run_1/drive_strength.png
The bar under the picture is 50 um long.
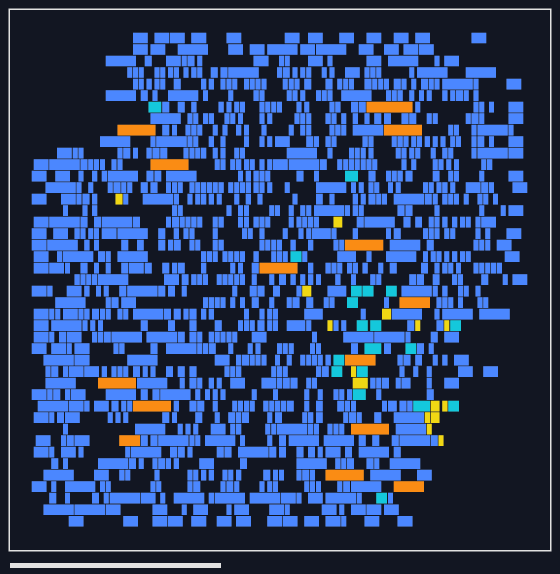
run_1/final_clocks.png
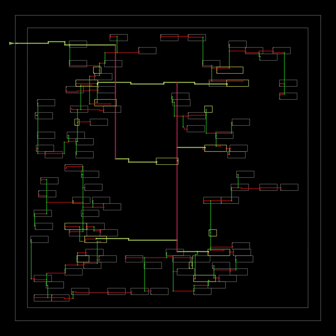
run_1/clock_map.png
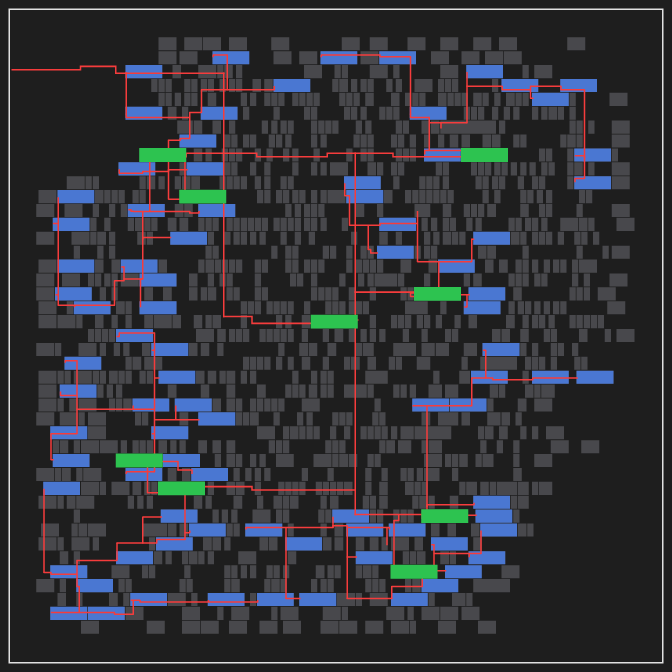
### config.mk
export PLATFORM = sky130hd
export DESIGN_NAME = store_narrower
export DESIGN_NICKNAME = d
export VERILOG_FILES = /design/src/rtl/mips_mem_pkg.sv /design/src/rtl/store_lane_merge.sv /design/src/rtl/store_narrower.sv
export SDC_FILE = /design/constraint.sdc
export NUM_CORES = 1
export LEC_CHECK = 0
export ABC_AREA = 1
export CAP_MARGIN = 5
export CORE_MARGIN = 5
export CORE_UTILIZATION = 40
export CTS_CLUSTER_SIZE = 25
export DETAILED_ROUTE_END_ITERATION = 10
export PLACE_DENSITY = 0.68
export SLEW_MARGIN = 20
export SYNTH_ARGS = -nofsm -noshare
export SYNTH_HDL_FRONTEND = slang
export SYNTH_SLANG_ARGS = --single-unit
### constraint.sdc
create_clock -name clk -period 2.7 [get_ports clk]
set_input_delay 0.675 -clock clk [delete_from_list [all_inputs] [get_ports clk]]
set_output_delay 0.675 -clock clk [all_outputs]
set_load 0.02 [all_outputs]
### src/rtl/mips_mem_pkg.sv
// mips_mem_pkg
//   Shared definitions for the MIPS32 data-memory store path.
//   - size_e  : access size encoding carried on the store size bus
//   - state_e : store_narrower FSM states
//   - req_invalid : alignment / encoding check for a store request
package mips_mem_pkg;

   typedef enum logic [1:0] {
      SZ_BYTE = 2'b00,
      SZ_HALF = 2'b01,
      SZ_WORD = 2'b10,
      SZ_RSVD = 2'b11
   } size_e;

   typedef enum logic [2:0] {
      ST_IDLE,
      ST_READ,
      ST_MERGE,
      ST_WRITE,
      ST_FAULT
   } state_e;

   // Reserved size, odd halfword address and unaligned word address are rejected.
   function automatic logic req_invalid(input size_e sz, input logic [1:0] lane);
      logic bad;
      bad = 1'b0;
      case (sz)
         SZ_BYTE: bad = 1'b0;
         SZ_HALF: bad = lane[0];
         SZ_WORD: bad = (lane != 2'b00);
         default: bad = 1'b1;
      endcase
      return bad;
   endfunction

endpackage

### src/rtl/store_lane_merge.sv
// store_lane_merge
//   Combinational little-endian lane merge for sub-word stores.
//   Ports:
//     old_word    in  32  word currently held in memory
//     wdata       in  32  register value (truncated to the access size)
//     size        in  2   access size (size_e encoding)
//     lane        in  2   byte address bits [1:0]
//     merged_word out 32  word to write back
module store_lane_merge
   import mips_mem_pkg::*;
(
   input  logic [31:0] old_word,
   input  logic [31:0] wdata,
   input  logic [1:0]  size,
   input  logic [1:0]  lane,
   output logic [31:0] merged_word
);

   always_comb begin
      merged_word = old_word;
      case (size_e'(size))
         SZ_BYTE: merged_word[{lane, 3'b000} +: 8]     = wdata[7:0];
         SZ_HALF: merged_word[{lane[1], 4'b0000} +: 16] = wdata[15:0];
         SZ_WORD: merged_word = wdata;
         default: merged_word = old_word;
      endcase
   end

endmodule

### src/rtl/store_narrower.sv
// store_narrower
//   Multi-cycle sb/sh/sw unit. Byte and halfword stores do a
//   read-modify-write of the addressed memory word; word stores write
//   directly; misaligned or reserved-size requests complete with err.
//   Ports:
//     clk, reset           clock, synchronous active-high reset
//     start                request strobe, sampled only in IDLE
//     size, addr, wdata    store size, byte address, register value
//     busy                 high in every state except IDLE
//     done, err            one-cycle completion / rejection pulses
//     mem_addr             latched word index addr[MEM_AW+1:2]
//     mem_rd, mem_rdata    read strobe, read data (valid the cycle after mem_rd)
//     mem_wr, mem_wdata    write strobe, merged write word
module store_narrower
   import mips_mem_pkg::*;
#(
   parameter int MEM_AW = 8
) (
   input  logic              clk,
   input  logic              reset,
   input  logic              start,
   input  logic [1:0]        size,
   input  logic [31:0]       addr,
   input  logic [31:0]       wdata,
   output logic              busy,
   output logic              done,
   output logic              err,
   output logic [MEM_AW-1:0] mem_addr,
   output logic              mem_rd,
   input  logic [31:0]       mem_rdata,
   output logic              mem_wr,
   output logic [31:0]       mem_wdata
);

   state_e      state;
   logic [1:0]  size_q;
   logic [1:0]  lane_q;
   logic [31:0] wdata_q;
   logic [31:0] merged_word;

   // Address bits above the memory index are intentionally ignored.
   logic unused_addr_bits;
   assign unused_addr_bits = ^addr[31:MEM_AW+2];

   store_lane_merge u_merge (
      .old_word    (mem_rdata),
      .wdata       (wdata_q),
      .size        (size_q),
      .lane        (lane_q),
      .merged_word (merged_word)
   );

   always_ff @(posedge clk) begin
      if (reset) begin
         state     <= ST_IDLE;
         size_q    <= '0;
         lane_q    <= '0;
         wdata_q   <= '0;
         busy      <= 1'b0;
         done      <= 1'b0;
         err       <= 1'b0;
         mem_rd    <= 1'b0;
         mem_wr    <= 1'b0;
         mem_addr  <= '0;
         mem_wdata <= '0;
      end else begin
         // Strobes are single-cycle; states below raise them for one cycle.
         done   <= 1'b0;
         err    <= 1'b0;
         mem_rd <= 1'b0;
         mem_wr <= 1'b0;
         case (state)
            ST_IDLE: begin
               if (start) begin
                  size_q   <= size;
                  lane_q   <= addr[1:0];
                  wdata_q  <= wdata;
                  mem_addr <= addr[MEM_AW+1:2];
                  busy     <= 1'b1;
                  if (req_invalid(size_e'(size), addr[1:0])) begin
                     state <= ST_FAULT;
                     done  <= 1'b1;
                     err   <= 1'b1;
                  end else if (size_e'(size) == SZ_WORD) begin
                     state     <= ST_WRITE;
                     mem_wr    <= 1'b1;
                     done      <= 1'b1;
                     mem_wdata <= wdata;
                  end else begin
                     state  <= ST_READ;
                     mem_rd <= 1'b1;
                  end
               end
            end
            ST_READ: begin
               state <= ST_MERGE;
            end
            ST_MERGE: begin
               // mem_rdata is valid now, one cycle after the read strobe.
               mem_wdata <= merged_word;
               mem_wr    <= 1'b1;
               done      <= 1'b1;
               state     <= ST_WRITE;
            end
            ST_WRITE, ST_FAULT: begin
               busy  <= 1'b0;
               state <= ST_IDLE;
            end
            default: begin
               busy  <= 1'b0;
               state <= ST_IDLE;
            end
         endcase
      end
   end

endmodule

==> impl_metrics.json, run 1 <==
{
  "run_status": "finished, final reports clean",
  "slew_violations": 0,
  "top_cell_area_share": 0.304,
  "wl_met2_um": 7700,
  "tap_cells": 180,
  "flops": 84,
  "max_freq_mhz": 462,
  "clkbuf_count": 11,
  "topCellsByArea": "dfxtp_1 (30%), nand2_1 (27%), nor2_1 (13%)",
  "ff2ff_path_depth": 11,
  "worstHoldStart": "mem_addr[4]",
  "initial_utilization": 0.404,
  "adder_share": 0.0113,
  "final-clk-cell-share": 0.0423,
  "clockBufferDepth": 2,
  "pre_cts_slack_ns": 0.434,
  "grt_pass1_vias": 5751,
  "ys.flop_type": "dfxtp_1",
  "sh_seq_area": 0.234,
  "setup_violations": 0,
  "top_logic_kind": "simple AND/OR/NAND/NOR gates",
  "crit_chain": "inv_2 > ha_1 > clkinv_1 > nand2_1 > nor2_1 > nand2_1 > nand2_1 > nand2_1 > nand2_1 > nand2_1 > a21oi_1",
  "yosysWarnings": 0,
  "p_seq_mw": 1.46,
  "min_path_type": "register to register",
  "drt.antenna.violating_nets": 0,
  "cap_violations": 0,
  "ys_ff": 84,
  "synth-edff-count": 0,
  "die.size.x_um": 128,
  "synthesis.area_um2": 5540
}
Back to the opening pictures, drive_strength.png:
[yellow] drive 2 | cells: 15 | share: 1.3% | most used: inv_2
[blue] drive 1 or less | cells: 1068 | share: 96% | most used: nand2_1
[cyan] drive 3 to 4 | cells: 19 | share: 1.7% | most used: buf_4
[orange] drive 6 and up | cells: 14 | share: 1.3% | most used: clkbuf_16
final worst slack: 0.534 ns
bufs w/o clock: 139
design area: 7190 um^2

Back to the opening pictures, final_clocks.png:
Clock Sinks: 84
Latency at later pin: 0.35 ns
clock buffer count from CTS: 9
clk_skew: 0.00852 ns
Clock net power: 1.26 mW

Back to the opening pictures, clock_map.png:
[green] cells driving clock nets | count: 9
[red] clock wires | length: 1170 um
[blue] flip-flops | count: 84
routed clock nets: 10
flops lie: widely spread
Clk pwr share: 0.317

## Run 2: what changed since run 1
==> constraint.sdc (replaced) <==
create_clock -name clk -period 2.17 [get_ports clk]
set_input_delay 0.5425 -clock clk [delete_from_list [all_inputs] [get_ports clk]]
set_output_delay 0.5425 -clock clk [all_outputs]
set_load 0.02 [all_outputs]
run_2/met4.png
The bar under the picture is 50 um long.
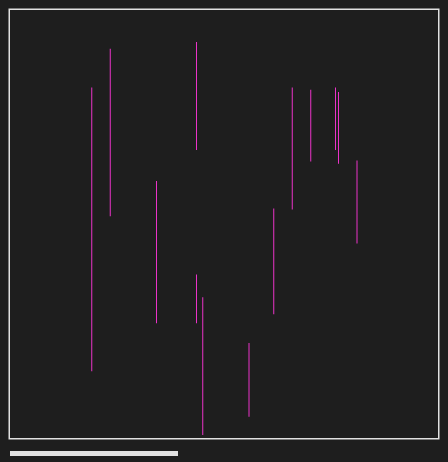
longest straight run: 84.3 um
nets with wire on the layer: 11
final WL: 17500 um
vias: 6198

run_2/drive_strength.png
The bar under the picture is 50 um long.
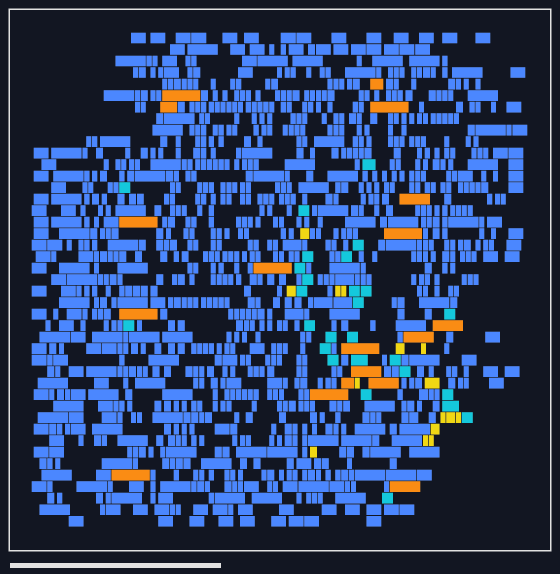
[yellow] drive 2 | cells: 15 | share: 1.3% | most used: inv_2
[blue] drive 1 or less | cells: 1067 | share: 95% | most used: nand2_1
[cyan] drive 3 to 4 | cells: 27 | share: 2.4% | most used: buf_4
[orange] drive 6 and up | cells: 18 | share: 1.6% | most used: clkbuf_16
final worst slack: 0.280 ns
bufs w/o clock: 150
design area: 7290 um^2
Syn-to-layout area delta: 31.6%

==> run 2 against run 1 <==
  * Power increased by 24%
  * Count of clock-buffer cells in the layout shrank 2
  * Clock skew grew 0.00057 ns
  * Cell count rose by 0.85%
  * Register-to-register slack worse by 0.22 ns
  * Synthesized area unchanged
  * Global-route usage grew 0.52 points
  * Die size is the same
  * Utilization grew 0.72 points
  * Largest cell class unchanged
  * Highest routed layer unchanged
==> impl_metrics.json, run 2 <==
{
  "initial_utilization": 0.404,
  "yosysWarnings": 0,
  "setup_violations": 0,
  "cts-buffers-inserted": 9,
  "top_cell_area_share": 0.304,
  "hold_buffers": 0,
  "pwr-share-clk": 0.305,
  "cts.sinks": 84,
  "ff2ff_path_depth": 11,
  "synth-edff-count": 0,
  "cap_violations": 0,
  "pre_cts_slack_ns": 0.134,
  "bufAreaShareNonClock": 0.205,
  "clkbuf_count": 9,
  "adder_share": 0.0113,
  "die.size.x_um": 128,
  "topCellsByArea": "dfxtp_1 (30%), nand2_1 (27%), nor2_1 (13%)",
  "clockBufferDepth": 2,
  "drt.antenna.violating_nets": 0,
  "flops": 84,
  "ys.flop_type": "dfxtp_1",
  "max_freq_mhz": 529,
  "sh_seq_area": 0.231,
  "crit_chain": "clkdlybuf4s50_1",
  "finClkSkew_ns": 0.00910,
  "final-clk-cell-share": 0.0388,
  "grt_pass1_vias": 5869,
  "clk_latency_ns": 0.35,
  "wl_met2_um": 7800,
  "run_status": "finished, final reports clean",
  "ys_ff": 84,
  "worstHoldStart": "mem_addr[4]",
  "p_seq_mw": 1.81
}
Power is estimated from default activity; no workload was simulated.
